**src/rtl/multiword_add_seq_pkg.sv**
```systemverilog
// multiword_add_seq_pkg: shared FSM states, slice width and op encoding for multiword_add_seq
package multiword_add_seq_pkg;
  typedef enum logic [1:0] {IDLE, RUN, DONE} state_t;
  localparam int SLICE_W = 16;
  localparam logic OP_ADD = 1'b0;
  localparam logic OP_SUB = 1'b1;
endpackage

```
**src/rtl/multiword_add_seq_add_pg.sv**
```systemverilog
// add_pg_16: 16-bit adder slice with carry in/out and group propagate/generate (val1, val2, carry_in -> val_out, carry_out, prop_out, gen_out)
module add_pg_16 (
  input  logic [15:0] val1,
  input  logic [15:0] val2,
  input  logic        carry_in,
  output logic [15:0] val_out,
  output logic        carry_out,
  output logic        prop_out,
  output logic        gen_out
);
  assign {carry_out, val_out} = {1'b0, val1} + {1'b0, val2} + 17'(carry_in);
  assign prop_out = &(val1 ^ val2);
  // when every bit propagates the carry out is carry_in itself, otherwise it is the group generate
  assign gen_out = carry_out & ~(prop_out & carry_in);
endmodule

```
**src/rtl/multiword_add_seq.sv**
```systemverilog
// multiword_add_seq: WORDS x 16-bit add/sub over WORDS cycles on one shared slice (clk, rst_n, in_valid/in_ready/op_sub/a/b in, out_valid/out_ready/result/carry_out/overflow/zero out)
module multiword_add_seq
  import multiword_add_seq_pkg::*;
#(
  parameter int WORDS = 4
) (
  input  logic                       clk,
  input  logic                       rst_n,
  input  logic                       in_valid,
  output logic                       in_ready,
  input  logic                       op_sub,
  input  logic [SLICE_W*WORDS-1:0]   a,
  input  logic [SLICE_W*WORDS-1:0]   b,
  output logic                       out_valid,
  input  logic                       out_ready,
  output logic [SLICE_W*WORDS-1:0]   result,
  output logic                       carry_out,
  output logic                       overflow,
  output logic                       zero
);
  localparam int W = SLICE_W * WORDS;
  localparam int IW = WORDS > 1 ? $clog2(WORDS) : 1;
  state_t state, state_nxt;
  logic [IW-1:0] idx;
  logic cy, last, s_co, unused_prop, unused_gen;
  logic [W-1:0] opa, opb, res_nxt;
  logic [SLICE_W-1:0] s_a, s_b, s_sum;
  assign last = idx == IW'(WORDS - 1);
  assign s_a = opa[idx*SLICE_W +: SLICE_W];
  assign s_b = opb[idx*SLICE_W +: SLICE_W];
  add_pg_16 u_slice (
    .val1      (s_a),
    .val2      (s_b),
    .carry_in  (cy),
    .val_out   (s_sum),
    .carry_out (s_co),
    .prop_out  (unused_prop),
    .gen_out   (unused_gen)
  );
  // full result as it will look after this slice is written, so zero covers all words
  always_comb begin
    res_nxt = result;
    res_nxt[idx*SLICE_W +: SLICE_W] = s_sum;
  end
  always_ff @(posedge clk or negedge rst_n)
    if (!rst_n) state <= IDLE;
    else state <= state_nxt;
  always_comb
    state_nxt = state == IDLE ? (in_valid ? RUN : IDLE) :
                state == RUN  ? (last ? DONE : RUN) :
                                (out_ready ? IDLE : DONE);
  always_comb begin
    in_ready = state == IDLE;
    out_valid = state == DONE;
  end
  always_ff @(posedge clk or negedge rst_n)
    if (!rst_n) begin
      idx <= '0;
      cy <= 1'b0;
      opa <= '0;
      opb <= '0;
      result <= '0;
      carry_out <= 1'b0;
      overflow <= 1'b0;
      zero <= 1'b0;
    end else if (state == IDLE && in_valid) begin
      // subtraction is a + ~b + 1: invert b and seed the carry
      opa <= a;
      opb <= op_sub == OP_ADD ? b : ~b;
      cy <= op_sub == OP_SUB;
      idx <= '0;
    end else if (state == RUN) begin
      result <= res_nxt;
      cy <= s_co;
      idx <= idx + 1'b1;
      if (last) begin
        carry_out <= s_co;
        overflow <= (opa[W-1] == opb[W-1]) & (s_sum[SLICE_W-1] != opa[W-1]);
        zero <= res_nxt == '0;
      end
    end
endmodule

```
**config.mk**
```make
export PLATFORM = sky130hd
export DESIGN_NAME = multiword_add_seq
export DESIGN_NICKNAME = d
export VERILOG_FILES = /design/src/rtl/multiword_add_seq_pkg.sv /design/src/rtl/multiword_add_seq_add_pg.sv /design/src/rtl/multiword_add_seq.sv
export SDC_FILE = /design/constraint.sdc
export NUM_CORES = 1
export LEC_CHECK = 0
export CAP_MARGIN = 10
export CORE_ASPECT_RATIO = 2
export CORE_MARGIN = 2
export CORE_UTILIZATION = 41
export CTS_BUF_LIST = sky130_fd_sc_hd__clkbuf_8
export CTS_CLUSTER_SIZE = 10
export DETAILED_ROUTE_END_ITERATION = 12
export PLACE_DENSITY = 0.66
export SYNTH_ARGS = -nofsm -noshare
export SYNTH_HDL_FRONTEND = slang
export SYNTH_SLANG_ARGS = --single-unit
```
**constraint.sdc**
```tcl
create_clock -name clk -period 7 [get_ports clk]
set_input_delay 1.4 -clock clk [delete_from_list [all_inputs] [get_ports clk]]
set_output_delay 1.4 -clock clk [all_outputs]
set_load 0.03 [all_outputs]
```
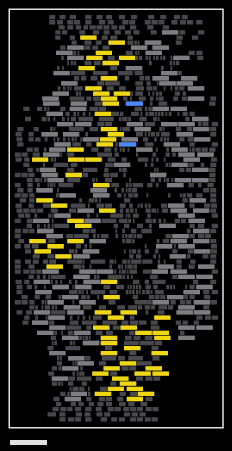
Fig. 1. Where the registers sit (run 1).
The bar under the picture is 20 µm long. Other sequential cells in the stronger grey, the rest of the logic in the fainter grey.
legend:
  blue:
    signal: idx
    flops: 2
  yellow:
    signal: opa
    flops: 64
Flop area: 5010 µm²
post-layout util: 52.4%

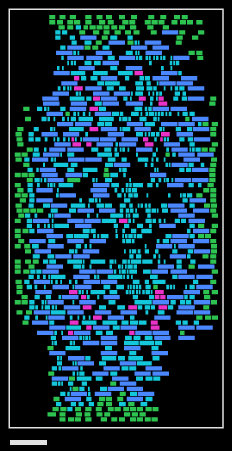
Fig. 2. Cells coloured by class (run 1).
The bar under the picture is 20 µm long.
legend:
  magenta:
    class: clock drivers and dummy loads
    cells: 32
    share_of_their_area: 3.0%
  cyan:
    class: remaining logic cells
    cells: 587
    share_of_their_area: 38%
  blue:
    class: sequential cells
    cells: 200
    share_of_their_area: 41%
  green:
    class: remaining buffers and delay cells
    cells: 208
    share_of_their_area: 17%
design area: 12400 µm²
Seq/total area: 40.2%
Row Count: 80

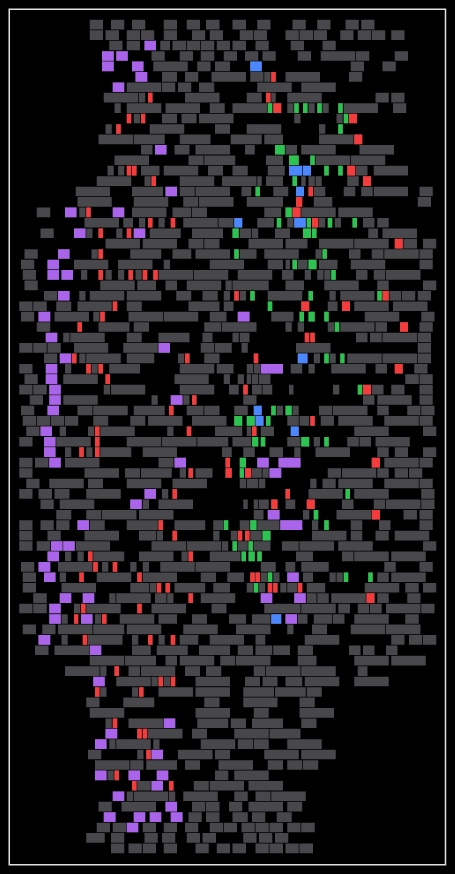
Fig. 3. Gate families picked out (run 1).
legend:
  purple:
    family: xor and xnor cells
    cells: 75
    most_used: xnor2_1
  red:
    family: nor cells
    cells: 105
    most_used: nor2_1
  green:
    family: nand cells
    cells: 64
    most_used: nand2_1
  blue:
    family: and/or cells
    cells: 11
    most_used: or3_1
Layout Cells excl Fill: 1316
Top cell excl fill/tap: clkdlybuf4s50_1
logic share of the area: 36.9%

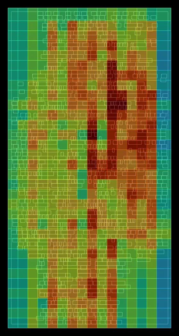
Fig. 4. Congestion heat map (run 1).
Tot GR Track Use: 21.7%
Routed wire per std cell: 20.2 µm
GR Layer Usage met2: 39.4%

==> summary.txt, run 1 <==
YS chip area - 9810 µm²
Outcome - complete, no violations
Met3 GRT Util - 2.56%
Synth Area in Adders - 2.96%
# port buffers - 201
Type of origin of the critical path - register
Seq share, synth - 51.0%
FILL cells - 2122
DR top layer - met4
Grt ovf - 0
Critical path depth in cells - 12
Clock buffer count - 17
Tcrit/Tclk final - 67.4%
Crit path DRT - 7.39 ns
Non-CTS buffers - 208
Synthesized flop and latch total - 200
Slowest library cell on the worst path - dfrtp_2
Tap cells - 287
GRT busiest layer - met2
I/O Pins - 202
Mux share of post-synthesis cell area - 15.1%
Count of library flops with an enable pin - 0
DP Area - 12100 µm²
Synthesized area - 9810 µm²
Layout cell share with drive strength beyond 1 - 16.2%
Fin Setup TNS - 0 ns
Worst Path Max Fanout - 25
Worst slew pin tran - 1.04 ns
Area grow syn2layout - 26.8%
Worst Hold Class - register to register
CP peak stage delay - 0.77 ns
Ys flop type - dfrtp_1
Ys Warns - 0
WL final - 26500 µm
Max-area cell share - 51.0%
Register-to-Register Path Depth - 12
Post-layout min period - 4.72 ns
Syn_area_per_cell - 11.8 µm²
Inserted Diodes - 2
Largest net degree at the start of global routing - 136
Worst rel slew slack - 31.0%
Die width - 113 µm
Top Registers - opa: 64 flops, opb: 64 flops, result: 64 flops
==> inputs of run 2 (changes only) <==
--- a/config.mk
+++ b/config.mk
@@ -12,7 +12,7 @@
 export CTS_BUF_LIST = sky130_fd_sc_hd__clkbuf_8
 export CTS_CLUSTER_SIZE = 10
 export DETAILED_ROUTE_END_ITERATION = 12
-export PLACE_DENSITY = 0.66
+export PLACE_DENSITY = 0.69
 export SYNTH_ARGS = -nofsm -noshare
 export SYNTH_HDL_FRONTEND = slang
 export SYNTH_SLANG_ARGS = --single-unit
==> constraint.sdc (replaced) <==
create_clock -name clk -period 4.2 [get_ports clk]
set_input_delay 0.84 -clock clk [delete_from_list [all_inputs] [get_ports clk]]
set_output_delay 0.84 -clock clk [all_outputs]
set_load 0.03 [all_outputs]
==> run 2 against run 1 <==
Die area unchanged. Fmax is 20% higher. Area after synthesis did not move. Sequential share of layout area fell by 0.60 points. Utilization rose by 0.80 points.
==> summary.txt, run 2 <==
YS chip area - 9810 µm² (unchanged)
Area grow syn2layout - 28.7%
Non-CTS buffers - 224 (+7.7%)
Outcome - complete, no violations
Fin Setup TNS - 0 ns (unchanged)
Die width - 113 µm (unchanged)
FILL cells - 2079 (-2.0%)
Ys Warns - 0 (unchanged)
CP peak stage delay - 0.54 ns (-0.23 ns)
Worst Path Max Fanout - 6 (-76%)
Synthesized area - 9810 µm² (unchanged)
Flop area - 5010 µm² (unchanged)
Row Count - 80 (unchanged)
Top cell excl fill/tap - clkdlybuf4s50_1
Worst rel slew slack - 37.4% (+6.5 points)
I/O Pins - 202 (unchanged)
DR top layer - met4
Layout cell share with drive strength beyond 1 - 17.5% (+1.4 points)
Design area - 12600 µm² (+1.5%)
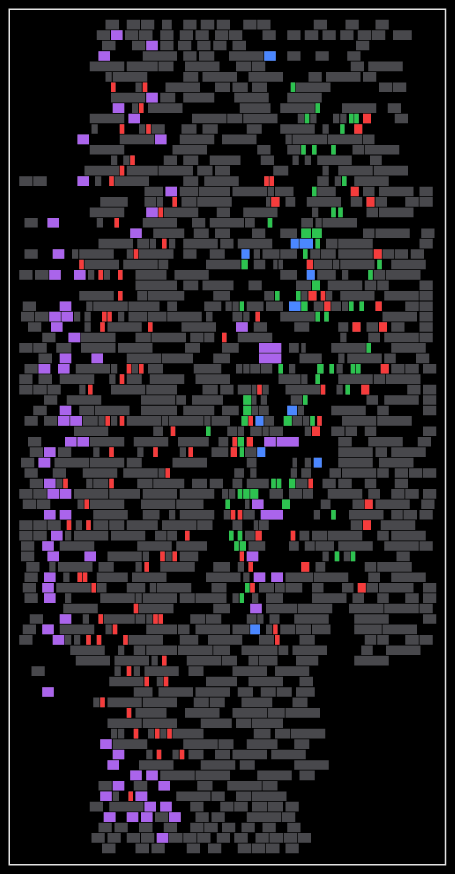
Fig. 5. Gate families picked out (run 2).
legend:
  purple:
    family: xor and xnor cells
    cells: 75
    most_used: xnor2_1
  green:
    family: nand cells
    cells: 64
    most_used: nand2_1
  blue:
    family: and/or cells
    cells: 11
    most_used: or3_1
  red:
    family: nor cells
    cells: 105
    most_used: nor2_1
Layout Cells excl Fill: 1330
logic share of the area: 36.4%

